[config.mk]
export PLATFORM = sky130hd
export DESIGN_NAME = noc_tx_serializer
export DESIGN_NICKNAME = d
export VERILOG_FILES = /design/src/rtl/noc_pkg.sv /design/src/rtl/noc_tx_fifo.sv /design/src/rtl/noc_tx_serializer.sv
export SDC_FILE = /design/constraint.sdc
export NUM_CORES = 1
export LEC_CHECK = 0
export CAP_MARGIN = 30
export CORE_UTILIZATION = 55
export CTS_CLUSTER_DIAMETER = 50
export CTS_CLUSTER_SIZE = 25
export DETAILED_ROUTE_END_ITERATION = 8
export HOLD_SLACK_MARGIN = 0.1
export PLACE_DENSITY_LB_ADDON = 0.15
export SYNTH_ARGS = -nofsm -noshare
export SYNTH_HDL_FRONTEND = slang
export SYNTH_SLANG_ARGS = --single-unit
[constraint.sdc]
create_clock -name clk -period 4.75 [get_ports clk]
set_input_delay 0.95 -clock clk [delete_from_list [all_inputs] [get_ports clk]]
set_output_delay 0.95 -clock clk [all_outputs]
set_load 0.02 [all_outputs]
[src/rtl/noc_pkg.sv]
// Shared types and constants for the NOC transmit serializer.
// Optional CRC trailer state exists only when NOC_TX_CRC_EN is defined.
package noc_pkg;

  localparam logic [7:0] NOC_NOP      = 8'h00;
  localparam logic [7:0] NOC_HDR_BYTE = 8'h22;

`ifdef NOC_TX_CRC_EN
  typedef enum logic [1:0] {
    ST_IDLE,
    ST_HDR,
    ST_DATA,
    ST_CRC
  } tx_state_e;
`else
  typedef enum logic [1:0] {
    ST_IDLE,
    ST_HDR,
    ST_DATA
  } tx_state_e;
`endif

  typedef struct packed {
    logic        first;
    logic [63:0] data;
  } fifo_entry_t;

endpackage

[src/rtl/noc_tx_fifo.sv]
// Word FIFO between the permutation core and the byte serializer.
// Reports occupancy and flags pushes that arrive while full.
module noc_tx_fifo
  import noc_pkg::*;
#(
  parameter int DEPTH = 4,
  parameter int CW    = $clog2(DEPTH) + 1
) (
  input  logic          clk,
  input  logic          rst,
  input  logic          push,
  input  logic          pop,
  input  fifo_entry_t   wdata,
  output fifo_entry_t   rdata,
  output logic [CW-1:0] count,
  output logic          drop
);

  localparam int AW = $clog2(DEPTH);

  fifo_entry_t         mem_q [DEPTH];
  logic [AW-1:0]       wr_ptr_q, wr_ptr_d;
  logic [AW-1:0]       rd_ptr_q, rd_ptr_d;
  logic [CW-1:0]       count_q, count_d;
  logic                pop_ok;
  logic                push_ok;
  logic                full;

  // A pop in the same cycle frees a slot, so a push at full still lands.
  always_comb begin
    full     = (count_q == CW'(DEPTH));
    pop_ok   = pop && (count_q != '0);
    push_ok  = push && (!full || pop_ok);
    drop     = push && !push_ok;
    wr_ptr_d = push_ok ? wr_ptr_q + 1'b1 : wr_ptr_q;
    rd_ptr_d = pop_ok ? rd_ptr_q + 1'b1 : rd_ptr_q;
    count_d  = count_q + CW'(push_ok) - CW'(pop_ok);
  end

  // Pointer and occupancy registers.
  always_ff @(posedge clk or posedge rst) begin
    if (rst) begin
      wr_ptr_q <= '0;
      rd_ptr_q <= '0;
      count_q  <= '0;
    end else begin
      wr_ptr_q <= wr_ptr_d;
      rd_ptr_q <= rd_ptr_d;
      count_q  <= count_d;
    end
  end

  // Storage array; contents are only meaningful below count.
  always_ff @(posedge clk) begin
    if (push_ok) mem_q[wr_ptr_q] <= wdata;
  end

  assign rdata = mem_q[rd_ptr_q];
  assign count = count_q;

endmodule

[src/rtl/noc_tx_serializer.sv]
// Device-to-NOC transmit path: buffers 64-bit words, emits framed bytes.
// Define NOC_TX_CRC_EN to append an XOR check byte after each full frame.
module noc_tx_serializer
  import noc_pkg::*;
#(
  parameter int         WORDS_PER_FRAME = 25,
  parameter int         FIFO_DEPTH      = 4,
  parameter logic [7:0] HDR_BYTE        = NOC_HDR_BYTE
) (
  input  logic        clk,
  input  logic        rst,
  input  logic        pushout,
  input  logic        firstout,
  input  logic [63:0] dout,
  output logic        stopout,
  output logic        noc_from_dev_ctl,
  output logic [7:0]  noc_from_dev_data,
  output logic        tx_err
);

  localparam int CW  = $clog2(FIFO_DEPTH) + 1;
  localparam int WCW = (WORDS_PER_FRAME > 1) ? $clog2(WORDS_PER_FRAME) : 1;

  tx_state_e        state_q, state_d;
  logic [2:0]       byte_idx_q, byte_idx_d;
  logic [WCW-1:0]   word_cnt_q, word_cnt_d;
  logic             ctl_q, ctl_d;
  logic [7:0]       data_q, data_d;
  logic             err_q, err_d;
  logic             proto_err;
  logic             pop;
  logic             head_vld;
  fifo_entry_t      head;
  fifo_entry_t      wentry;
  logic [CW-1:0]    fifo_cnt;
  logic             fifo_drop;
`ifdef NOC_TX_CRC_EN
  logic [7:0]       crc_q, crc_d;
`endif

  assign wentry.first = firstout;
  assign wentry.data  = dout;

  noc_tx_fifo #(
    .DEPTH (FIFO_DEPTH),
    .CW    (CW)
  ) u_fifo (
    .clk   (clk),
    .rst   (rst),
    .push  (pushout),
    .pop   (pop),
    .wdata (wentry),
    .rdata (head),
    .count (fifo_cnt),
    .drop  (fifo_drop)
  );

  assign head_vld = (fifo_cnt != '0);
  assign stopout  = (fifo_cnt >= CW'(FIFO_DEPTH - 1));

  // Frame FSM: picks the next output byte and advances word/byte position.
  always_comb begin
    state_d    = state_q;
    byte_idx_d = byte_idx_q;
    word_cnt_d = word_cnt_q;
    ctl_d      = 1'b1;
    data_d     = NOC_NOP;
    proto_err  = 1'b0;
    pop        = 1'b0;
`ifdef NOC_TX_CRC_EN
    crc_d      = crc_q;
`endif
    unique case (state_q)
      ST_IDLE: begin
        if (head_vld) begin
          if (head.first) begin
            state_d = ST_HDR;
          end else begin
            pop       = 1'b1;
            proto_err = 1'b1;
          end
        end
      end
      ST_HDR: begin
        data_d     = HDR_BYTE;
        byte_idx_d = '0;
        word_cnt_d = '0;
`ifdef NOC_TX_CRC_EN
        crc_d      = '0;
`endif
        state_d    = ST_DATA;
      end
      ST_DATA: begin
        if (head_vld) begin
          if (byte_idx_q == 3'd0 && word_cnt_q != '0 && head.first) begin
            proto_err = 1'b1;
            state_d   = ST_HDR;
          end else begin
            ctl_d      = 1'b0;
            data_d     = head.data[{byte_idx_q, 3'b000} +: 8];
            byte_idx_d = byte_idx_q + 3'd1;
`ifdef NOC_TX_CRC_EN
            crc_d      = crc_q ^ data_d;
`endif
            if (byte_idx_q == 3'd7) begin
              pop        = 1'b1;
              word_cnt_d = word_cnt_q + 1'b1;
              if (word_cnt_q == WCW'(WORDS_PER_FRAME - 1)) begin
`ifdef NOC_TX_CRC_EN
                state_d = ST_CRC;
`else
                state_d = ST_IDLE;
`endif
              end
            end
          end
        end
      end
`ifdef NOC_TX_CRC_EN
      ST_CRC: begin
        ctl_d   = 1'b0;
        data_d  = crc_q;
        state_d = ST_IDLE;
      end
`endif
      default: begin
        state_d = ST_IDLE;
      end
    endcase
  end

  // Sticky error collects FSM protocol errors and FIFO overflow drops.
  assign err_d = err_q | proto_err | fifo_drop;

  // State, counters and registered NOC outputs.
  always_ff @(posedge clk or posedge rst) begin
    if (rst) begin
      state_q    <= ST_IDLE;
      byte_idx_q <= '0;
      word_cnt_q <= '0;
      ctl_q      <= 1'b1;
      data_q     <= NOC_NOP;
      err_q      <= 1'b0;
    end else begin
      state_q    <= state_d;
      byte_idx_q <= byte_idx_d;
      word_cnt_q <= word_cnt_d;
      ctl_q      <= ctl_d;
      data_q     <= data_d;
      err_q      <= err_d;
    end
  end

`ifdef NOC_TX_CRC_EN
  // Running XOR of the data bytes of the current frame.
  always_ff @(posedge clk or posedge rst) begin
    if (rst) crc_q <= '0;
    else     crc_q <= crc_d;
  end
`endif

  assign noc_from_dev_ctl  = ctl_q;
  assign noc_from_dev_data = data_q;
  assign tx_err            = err_q;

endmodule

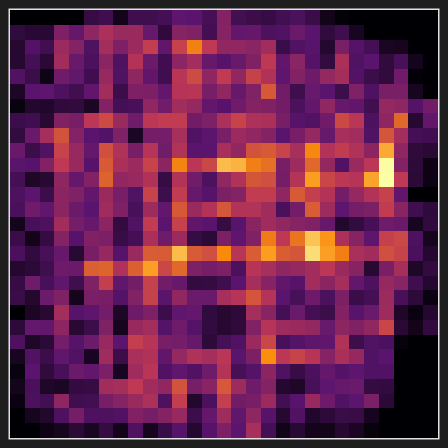
run_1/route_heat.png
29 x 29 tiles, from black (low) to pale yellow (high), scaled to the fullest tile. Values are wire area over tile area, all layers added.
- fullest tile: 0.53
- tiles over half the peak: 12%
- densest ninth of the die: centre
- emptiest ninth of the die: south-east
Routed WL: 21070 um
WL/cell: 22.43 um
Vias: 5499
GRT Overall Usage: 0.2105

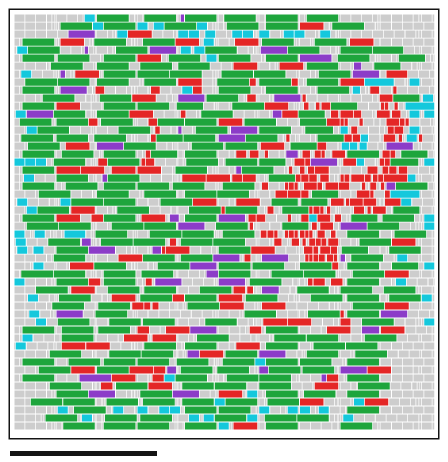
run_1/class_map.png
Scale bar: 50 um. Fill, decap, tap and diode cells in grey.
- remaining logic cells: red (cells 239)
- clock drivers and dummy loads: purple (cells 52)
- remaining buffers and delay cells: cyan (cells 91)
- registers: green (cells 287)
Util after Layout: 0.6653
fin area: 13460 sq um
core area: 20230 sq um

==> notes.md, run 1 <==
fresh numbers from the pnr run: CTS tree done, tally of filler cells in the layout 1331, Congestion Overflow GR 0, Mapped Area 11330 sq um, Setup-failing EPs final 0, Post-DRT Antenna Nets 0, minimum clock period after layout 3.125 ns, num rows 52, layout cells sized above 1 0.2317, CTS Buf Count 28, largest cells by area after synthesis edfxtp_1, mux4_2, dfrtp_1, initial antenna violation count 0, switch share 0.2948, worst hold-check path type reg -> reg, Yosys top cell by area edfxtp_1, FFs w/ async S/R, synth 0.09408, Flop pwr share 0.438, DIE HEIGHT 145.5 um, setup TNS 0 ns, Clk network pwr share 0.279, top cells by count edfxtp_1, mux4_2, dfrtp_1, RSZ-0062 raised after global routing false, CTS root buffer clkbuf_16, Req. time, crit path 4.97 ns, Net Sw Power 2.362 mW, vias per cell 5.856, DRC viols 0, Worst Skew 0.01948 ns, Die Wd 145.5 um, Crit. Startpoint u_fifo.rd_ptr_q[0], Worst Setup Path Type reg -> reg, status finished clean, R2R Path Start u_fifo.rd_ptr_q[0], GPL Wtd Cong 0.8126, dpl ws 1.493 ns, Nets 733
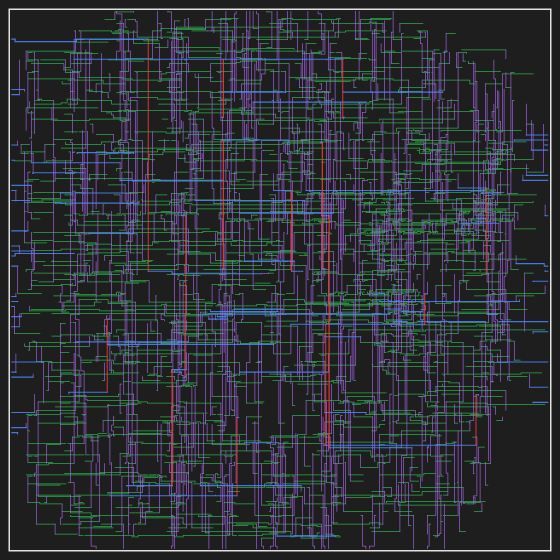
run_1/layers.png
- M3: blue (wire length 1200 um)
- M2: purple (wire length 10600 um)
- M1: green (wire length 8840 um)
- M4: red (wire length 440 um)

run 1: worst max-delay path: stages (launching register included):
cell and delay [ns]:
dfrtp_4 0.52, mux4_2 0.60, o21ai_1 0.27, o41a_1 0.30, and2_2 0.74, buf_12 0.31
run 1: cell usage in the layout (no fill, tap or decap), types with 2 or more instances in the layout:
cell type	count
and3_1	5
mux2_2	13
clkdlybuf4s50_1	78
edfxtp_1	260
nand2_1	21
o22ai_1	9
o21ai_0	9
bufinv_16	2
a21oi_1	5
inv_1	18
inv_6	5
nand3b_1	2
a22oi_1	2
mux4_2	64
o221ai_1	4
xnor2_1	2
nor2_1	2
ha_1	17
xor2_1	2
dfrtp_1	24
o211ai_1	4
nor2b_1	3
clkbuf_16	29
nor4_1	2
nor3_1	6
nand2b_1	4
clkinv_2	5
clkinv_8	2
inv_8	3
o31ai_1	2
mux2i_1	5
buf_16	3
o22a_1	4
and4b_1	2
clkinv_4	2
and2_2	4
clkbuf_1	2
nand4_1	2
buf_4	9
nand3_1	6
run 1: power by group through the flow:
stage               clock network (mW)  registers, mW  logic (mW)
detailed placement                   0           3.57        2.31
finish                            2.24           3.51        2.26
global placement                     0           3.54        2.23
floorplan                            0           3.53        1.63
global route                      2.38           3.56        2.46
CTS                               2.28           3.52        2.32
run 1: metal layers:
layer  GRT usage  part of all wire  wire length (um)  vias to the layer above
met5           0                 0                 0                        -
met4     0.06158             0.021               439                        0
met3     0.03417             0.057              1198                       33
met2      0.3493              0.50             10580                      160
met1      0.2922              0.42              8841                     2849
li1            -                 -                 -                     2457
run 1: layout make-up:
type	instances	area [sq um]	area share
inverter	19	71.32	0.005297
sequential	287	8489	0.6306
multi-input combinational	220	2656	0.1973
timing repair buffer	91	950.9	0.07063
tap	270	337.8	0.02509
clock buffer	31	733.2	0.05446
clock inverter	21	224.0	0.01664
run 1: path summary, 6_finish.rpt:
path,to,cells after the start
hold / removal,tx_err,1
setup reg to reg,u_fifo.mem_q[3][37],5
min in group asynchronous,byte_idx_q[1],2
hold reg to reg,tx_err,1
setup / recovery,u_fifo.mem_q[3][37],5
max in group asynchronous,noc_from_dev_ctl,3
run 1: state kept, by name (all words and copies together) (netlist names):
register           cells
u_fifo.mem_q         260
noc_from_dev_data      8
word_cnt_q             5
byte_idx_q             3
u_fifo.count           3
state_q                2
u_fifo.rd_ptr_q        2
u_fifo.wr_ptr_q        2
noc_from_dev_ctl       1
tx_err                 1
run 1: stage by stage:
step	hold slack, ns	utilization	instances	power [mW]
2_1_floorplan	0.4883	-	547	5.155
3_3_place_gp	0.4526	0.6140	884	5.768
3_5_place_dp	0.4807	0.6180	887	5.878
4_1_cts	0.4950	0.6653	939	8.115
5_1_grt	0.5207	0.6653	939	8.405
6_report	0.4902	0.6653	939	8.012
run 1: logic make-up (layout without fill, tap and decap cells):
group,Yosys count,in the layout,synth area share
AOI/OAI and AO/OA,49,49,0.03069
xor gates and xnor gates,4,4,0.003092
adders and majority gates,18,18,0.02054
buffers and inverters,40,162,0.01733
DFF,287,287,0.7487
muxes,83,83,0.1459
and+or+nand+nor,66,66,0.03379
run_1/placed.png
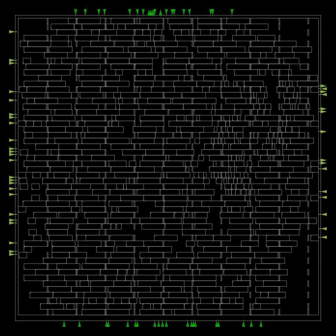

==> inputs of run 2 (changes only) <==
==> constraint.sdc (replaced) <==
create_clock -name clk -period 3.06 [get_ports clk]
set_input_delay 0.612 -clock clk [delete_from_list [all_inputs] [get_ports clk]]
set_output_delay 0.612 -clock clk [all_outputs]
set_load 0.02 [all_outputs]
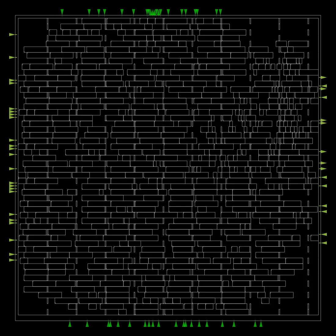
run_2/placed.png
Seq/total area: 0.6261
fin cells: 943
tally of filler cells in the layout: 1312

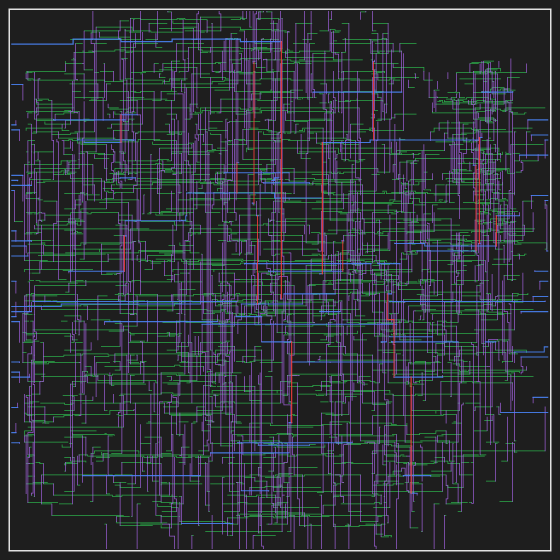
run_2/layers.png
Routed WL: 21360 um
WL/cell: 22.65 um
GRT Overall Usage: 0.2109

==> notes.md, run 2 <==
fresh numbers from the pnr run: Top cells excl fill/tap edfxtp_1, clkdlybuf4s50_1, mux4_2, clkbuf_16, dfrtp_1 (unchanged), xor/xnor share 0.003092 (unchanged), FFs w/ async S/R, synth 0.09408 (unchanged), top cells by count edfxtp_1, mux4_2, dfrtp_1 (unchanged), CTS root buffer clkbuf_16 (unchanged), GPL Wtd Cong 0.7863 (was 0.8126), Setup-failing EPs final 0 (unchanged), Worst Setup Path Type reg -> reg (unchanged), synthesized-area fraction occupied by adder cells 0.02054 (unchanged), Largest logic family multiplexers (unchanged), Clk network pwr share 0.280 (was 0.279), Internal 8.807 mW (was 5.650 mW), CTS tree done (unchanged), largest cells by area after synthesis edfxtp_1, mux4_2, dfrtp_1 (unchanged), Post-DRT Antenna Nets 0 (unchanged), setup TNS 0 ns (unchanged), aoi share 0.03069 (unchanged), num rows 52 (unchanged), Yosys top cell by area edfxtp_1 (unchanged), fin area 13560 sq um (was 13460 sq um), Vias 5499 (unchanged), WP buf/inv 1 (unchanged), hold_ws 0.4690 ns (was 0.4902 ns), Flop pwr share 0.433 (was 0.438), Worst Skew 0.01461 ns (was 0.01948 ns), critical path's top delay family multiplexers (was simple AND/OR/NAND/NOR gates), CTS Buf Count 27 (was 28), Nets 739 (was 733), simple share 0.03379 (unchanged), Congestion Overflow GR 0 (unchanged), Tot Pwr 12.51 mW (was 8.012 mW), Req. time, crit path 3.29 ns (was 4.97 ns), layout cells sized above 1 0.2392 (was 0.2317), Die Wd 145.5 um (unchanged), vias per cell 5.831 (was 5.856), DIE HEIGHT 145.5 um (unchanged), core area 20230 sq um (unchanged), DRC viols 0 (unchanged), CTS sink count 287 (unchanged), RSZ-0062 raised after global routing false (unchanged), Mux area share 0.1459 (unchanged), Biggest register u_fifo.mem_q (unchanged), max reg flops 260 (unchanged), minimum clock period after layout 2.677 ns (was 3.125 ns), Net Sw Power 3.699 mW (was 2.362 mW), switch share 0.2958 (was 0.2948), Mapped Area 11330 sq um (unchanged), Util after Layout 0.6701 (was 0.6653), initial antenna violation count 0 (unchanged), status finished clean (unchanged), highest-count logic cell in the final layout edfxtp_1 (unchanged), dpl ws 0.4192 ns (was 1.493 ns)
run 2: cell families after synthesis:
kind of cell	after synthesis
AOI/OAI and AO/OA	49
xor gates and xnor gates	4
muxes	83
and+or+nand+nor	66
buffers and inverters	40
DFF	287
adders and majority gates	18
run 2: layer usage:
layer  GRT usage  vias to the layer above  routed length, um
met2      0.3620                      132              11070
met5           0                        -                  0
li1            -                     2472                  -
met4     0.05263                        0                358
met1      0.2843                     2862               8894
met3     0.03636                       33               1037
run 2: final timing paths:
kind	start	endpoint	slack, ns	depth (start not counted)
worst max-delay path	u_fifo.rd_ptr_q[0]	u_fifo.mem_q[2][11]	0.38	5
worst min-delay path	tx_err	tx_err	0.47	1
worst max register to register	u_fifo.rd_ptr_q[0]	u_fifo.mem_q[2][11]	0.38	5
worst min register to register	tx_err	tx_err	0.47	1
max in group asynchronous	rst	u_fifo.rd_ptr_q[0]	1.83	2
min in group asynchronous	rst	u_fifo.count[0]	0.59	2
run 2: final cells by class:
type                            instances  area (sq um)  area share
Multi-Input combinational cell        220          2656      0.1959
Sequential cell                       287          8489      0.6261
Clock inverter                         18         240.2     0.01772
Inverter                               19         71.32    0.005260
Timing Repair Buffer                   98          1044     0.07696
Tap cell                              270         337.8     0.02491
Clock buffer                           31         720.7     0.05315
run 2: power groups by stage:
stage	Sequential [mW]	Combinational [mW]	Clock (mW)
floorplan	5.45	2.53	0
global placement	5.46	3.62	0
detailed placement	5.50	3.65	0
CTS	5.43	3.67	3.55
global route	5.48	3.88	3.71
finish	5.42	3.59	3.50
run_2/route_heat.png
29 x 29 tiles, from black (low) to pale yellow (high), scaled to the fullest tile. Values are wire area over tile area, all layers added.
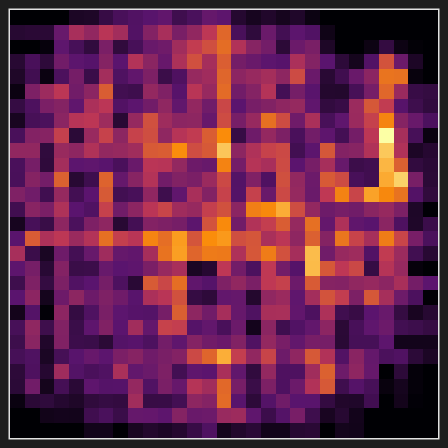

==> inputs of run 3 (changes only) <==
--- a/config.mk
+++ b/config.mk
@@ -6,7 +6,7 @@
 export NUM_CORES = 1
 export LEC_CHECK = 0
 export CAP_MARGIN = 30
-export CORE_UTILIZATION = 55
+export CORE_UTILIZATION = 40
 export CTS_CLUSTER_DIAMETER = 50
 export CTS_CLUSTER_SIZE = 25
 export DETAILED_ROUTE_END_ITERATION = 8
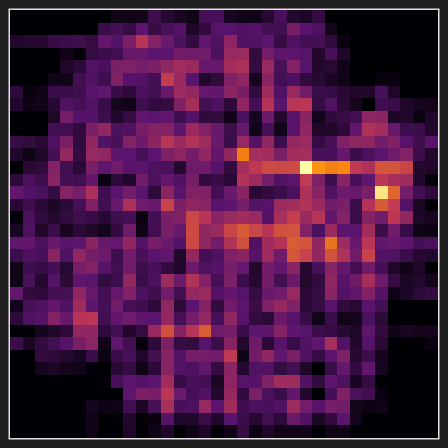
run_3/route_heat.png
34 x 34 tiles, from black (low) to pale yellow (high), scaled to the fullest tile. Values are wire area over tile area, all layers added.
GRT Overall Usage: 0.1623
Vias: 5491
WL/cell: 21.61 um

==> notes.md, run 3 <==
fresh numbers from the pnr run: Post-DRT Antenna Nets 0 (unchanged), Post-synth regs 287 (unchanged), max reg flops 260 (unchanged), Area Growth Syn to Fin 20.82% (was 19.65%), dpl ws 0.5007 ns (was 0.4192 ns), critical-path cell list mux4_2, nand2b_1, a21oi_1, ha_1, inv_1, ha_1, fa_1, xor2_1 (was mux4_2, o21ai_1, o41a_1, and2_2, buf_4), worst hold-check path type in -> async (was reg -> reg), largest cells by area after synthesis edfxtp_1, mux4_2, dfrtp_1 (unchanged), Yosys Chip Area 11330 sq um (unchanged), Biggest register u_fifo.mem_q (unchanged), Worst Skew 0.01037 ns (was 0.01461 ns), highest-count logic cell in the final layout edfxtp_1 (unchanged), top cells by count edfxtp_1, mux4_2, dfrtp_1 (unchanged), layout cells sized above 1 0.2374 (was 0.2392), Nets 737 (was 739), FFs w/ async S/R, synth 0.09408 (unchanged), initial antenna violation count 0 (unchanged), Worst Setup Path Type reg -> reg (unchanged), Setup-failing EPs final 0 (unchanged), VDD IR-drop max 0.4898 mV (was 0.6017 mV), CTS root buffer clkbuf_16 (unchanged), r2r setup slk 0.48 ns (was 0.38 ns), R2R cell count 8 (was 5), Synth Seq Share 0.7487 (unchanged), stage-log warning count 35 (unchanged), Mapped Area 11330 sq um (unchanged), critical path's top delay family adder cells (was multiplexers), Crit. Startpoint u_fifo.rd_ptr_q[0] (unchanged), crit path to u_fifo.count[2] (was u_fifo.mem_q[2][11]), Top cells excl fill/tap edfxtp_1, clkdlybuf4s50_1, mux4_2, clkbuf_16, dfrtp_1 (unchanged), GPL Wtd Cong 0.7992 (was 0.7863), post-synth cell types 55 (unchanged), Yosys Warn Count 0 (unchanged), largest net degree at the start of global routing 67 (unchanged), R2R Path Start u_fifo.rd_ptr_q[0] (unchanged), total iterations of the first detailed-routing run 4 (unchanged), Die Wd 170.3 um (was 145.5 um), CTS Buf Count 29 (was 27), CP max stage delay 0.56 ns (was 0.59 ns), Final Hold Vio Count 0 (unchanged), Power Density 933.0 nW/um^2 (was 922.3 nW/um^2), Initial Util 0.4068 (was 0.5600), WP buf/inv 1 (unchanged), Routed WL 22730 um (was 21360 um), Req. time, crit path 3.49 ns (was 3.29 ns), number of H-tree levels 1 (unchanged), ANT cells 0 (unchanged), Crit. path cell count 8 (was 5), vias per cell 5.220 (was 5.831), setup TNS 0 ns (unchanged), Yosys top cell by area edfxtp_1 (unchanged), minimum clock period after layout 2.582 ns (was 2.677 ns), CTS sink count 287 (unchanged), RR Endpoint u_fifo.count[2] (was u_fifo.mem_q[2][11]), Floorplan Nets 633 (unchanged), RSZ-0062 raised after global routing false (unchanged), DIE HEIGHT 170.3 um (was 145.5 um), IO Pins 79 (unchanged), Slowest-stage cell, CP mux4_2 (unchanged), DRC viols 0 (unchanged), first-pass GRT wire length 34750 um (was 33470 um), clk ins delay skew pair 0.55 ns (was 0.53 ns), Post-Syn Area per Cell 20.72 sq um (unchanged), Final Max Tran Viols 0 (unchanged), Worst-Margin Slew 0.5174 ns (was 0.8995 ns), final worst setup slack 0.4782 ns (was 0.3826 ns), CTS tree done (unchanged), Util after Layout 0.4915 (was 0.6701), Congestion Overflow GR 0 (unchanged), CP arrival 3.02 ns (was 2.91 ns), # hold bufs at CTS 0 (unchanged), crit-path most repeated cell ha_1, status finished clean (unchanged)
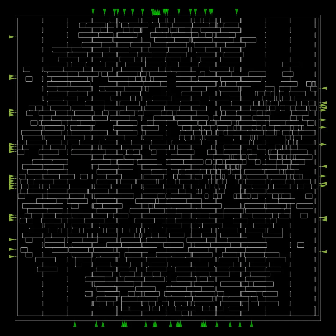
run_3/placed.png
num sequential: 287
num rows: 61
fin cells: 1052
core area: 27860 sq um

## run 3: cell type report
class | instances | area (sq um)
Tap cell | 378 | 473.0
Inverter | 19 | 71.32
Clock buffer | 33 | 750.7
Timing Repair Buffer | 94 | 975.9
Fill cell | 2243 | 14170
Multi-Input combinational cell | 220 | 2656
Clock inverter | 21 | 275.3
Sequential cell | 287 | 8489
## run 3: report_power, final
| part | leakage [nW] | switching, mW | internal (mW) |
|---|---|---|---|
| combinational | 1.37 | 2.02 | 1.67 |
| sequential | 2.73 | 0.214 | 5.17 |
| clock | 0.494 | 1.61 | 2.10 |
| total | 4.59 | 3.84 | 8.93 |
## run 3: metal layers
layer | track usage | vias to the layer above | part of all wire
li1 | - | 2467 | -
met1 | 0.2239 | 2872 | 0.45
met2 | 0.2723 | 127 | 0.49
met3 | 0.02488 | 25 | 0.044
met4 | 0.03643 | 0 | 0.017
met5 | 0 | - | 0
## run 3: worst min-delay path by stage
stage,endpoint,from,cells after the start
6_report,word_cnt_q[2],rst,3
5_1_grt,tx_err,tx_err,1
4_1_cts,noc_from_dev_data[1],rst,3
3_5_place_dp,tx_err,tx_err,1
3_3_place_gp,tx_err,tx_err,1
2_1_floorplan,word_cnt_q[3],word_cnt_q[3],1
## run 3: worst min-delay path, stage by stage
cell and delay (ns):
clkdlybuf4s50_1 0.40, inv_1 0.05, buf_4 0.34
## run 3: kinds of logic (layout without fill, tap and decap cells)
family                   after synthesis  after routing  synth area share
AND-OR/OR-AND                         49             49           0.03069
adder cells (fa/ha/maj)               18             18           0.02054
buffers and inverters                 40            167           0.01733
XOR/XNOR                               4              4          0.003092
flip-flops                           287            287            0.7487
AND/OR/NAND/NOR                       66             66           0.03379
multiplexers                          83             83            0.1459
## run 3: metrics by stage
step | std cells | total power, mW | instance area, sq um | hold WS, ns
after floorplan | 547 | 7.977 | 11340 | 0.4883
after global placement | 998 | 9.169 | 12670 | 0.4666
after detailed placement | 998 | 9.238 | 12670 | 0.4622
after CTS | 1052 | 12.97 | 13690 | 0.4450
after global routing | 1052 | 13.39 | 13690 | 0.4912
final | 1052 | 12.77 | 13690 | 0.4465
No activity file was given, so power comes from the tool's default toggle rates.
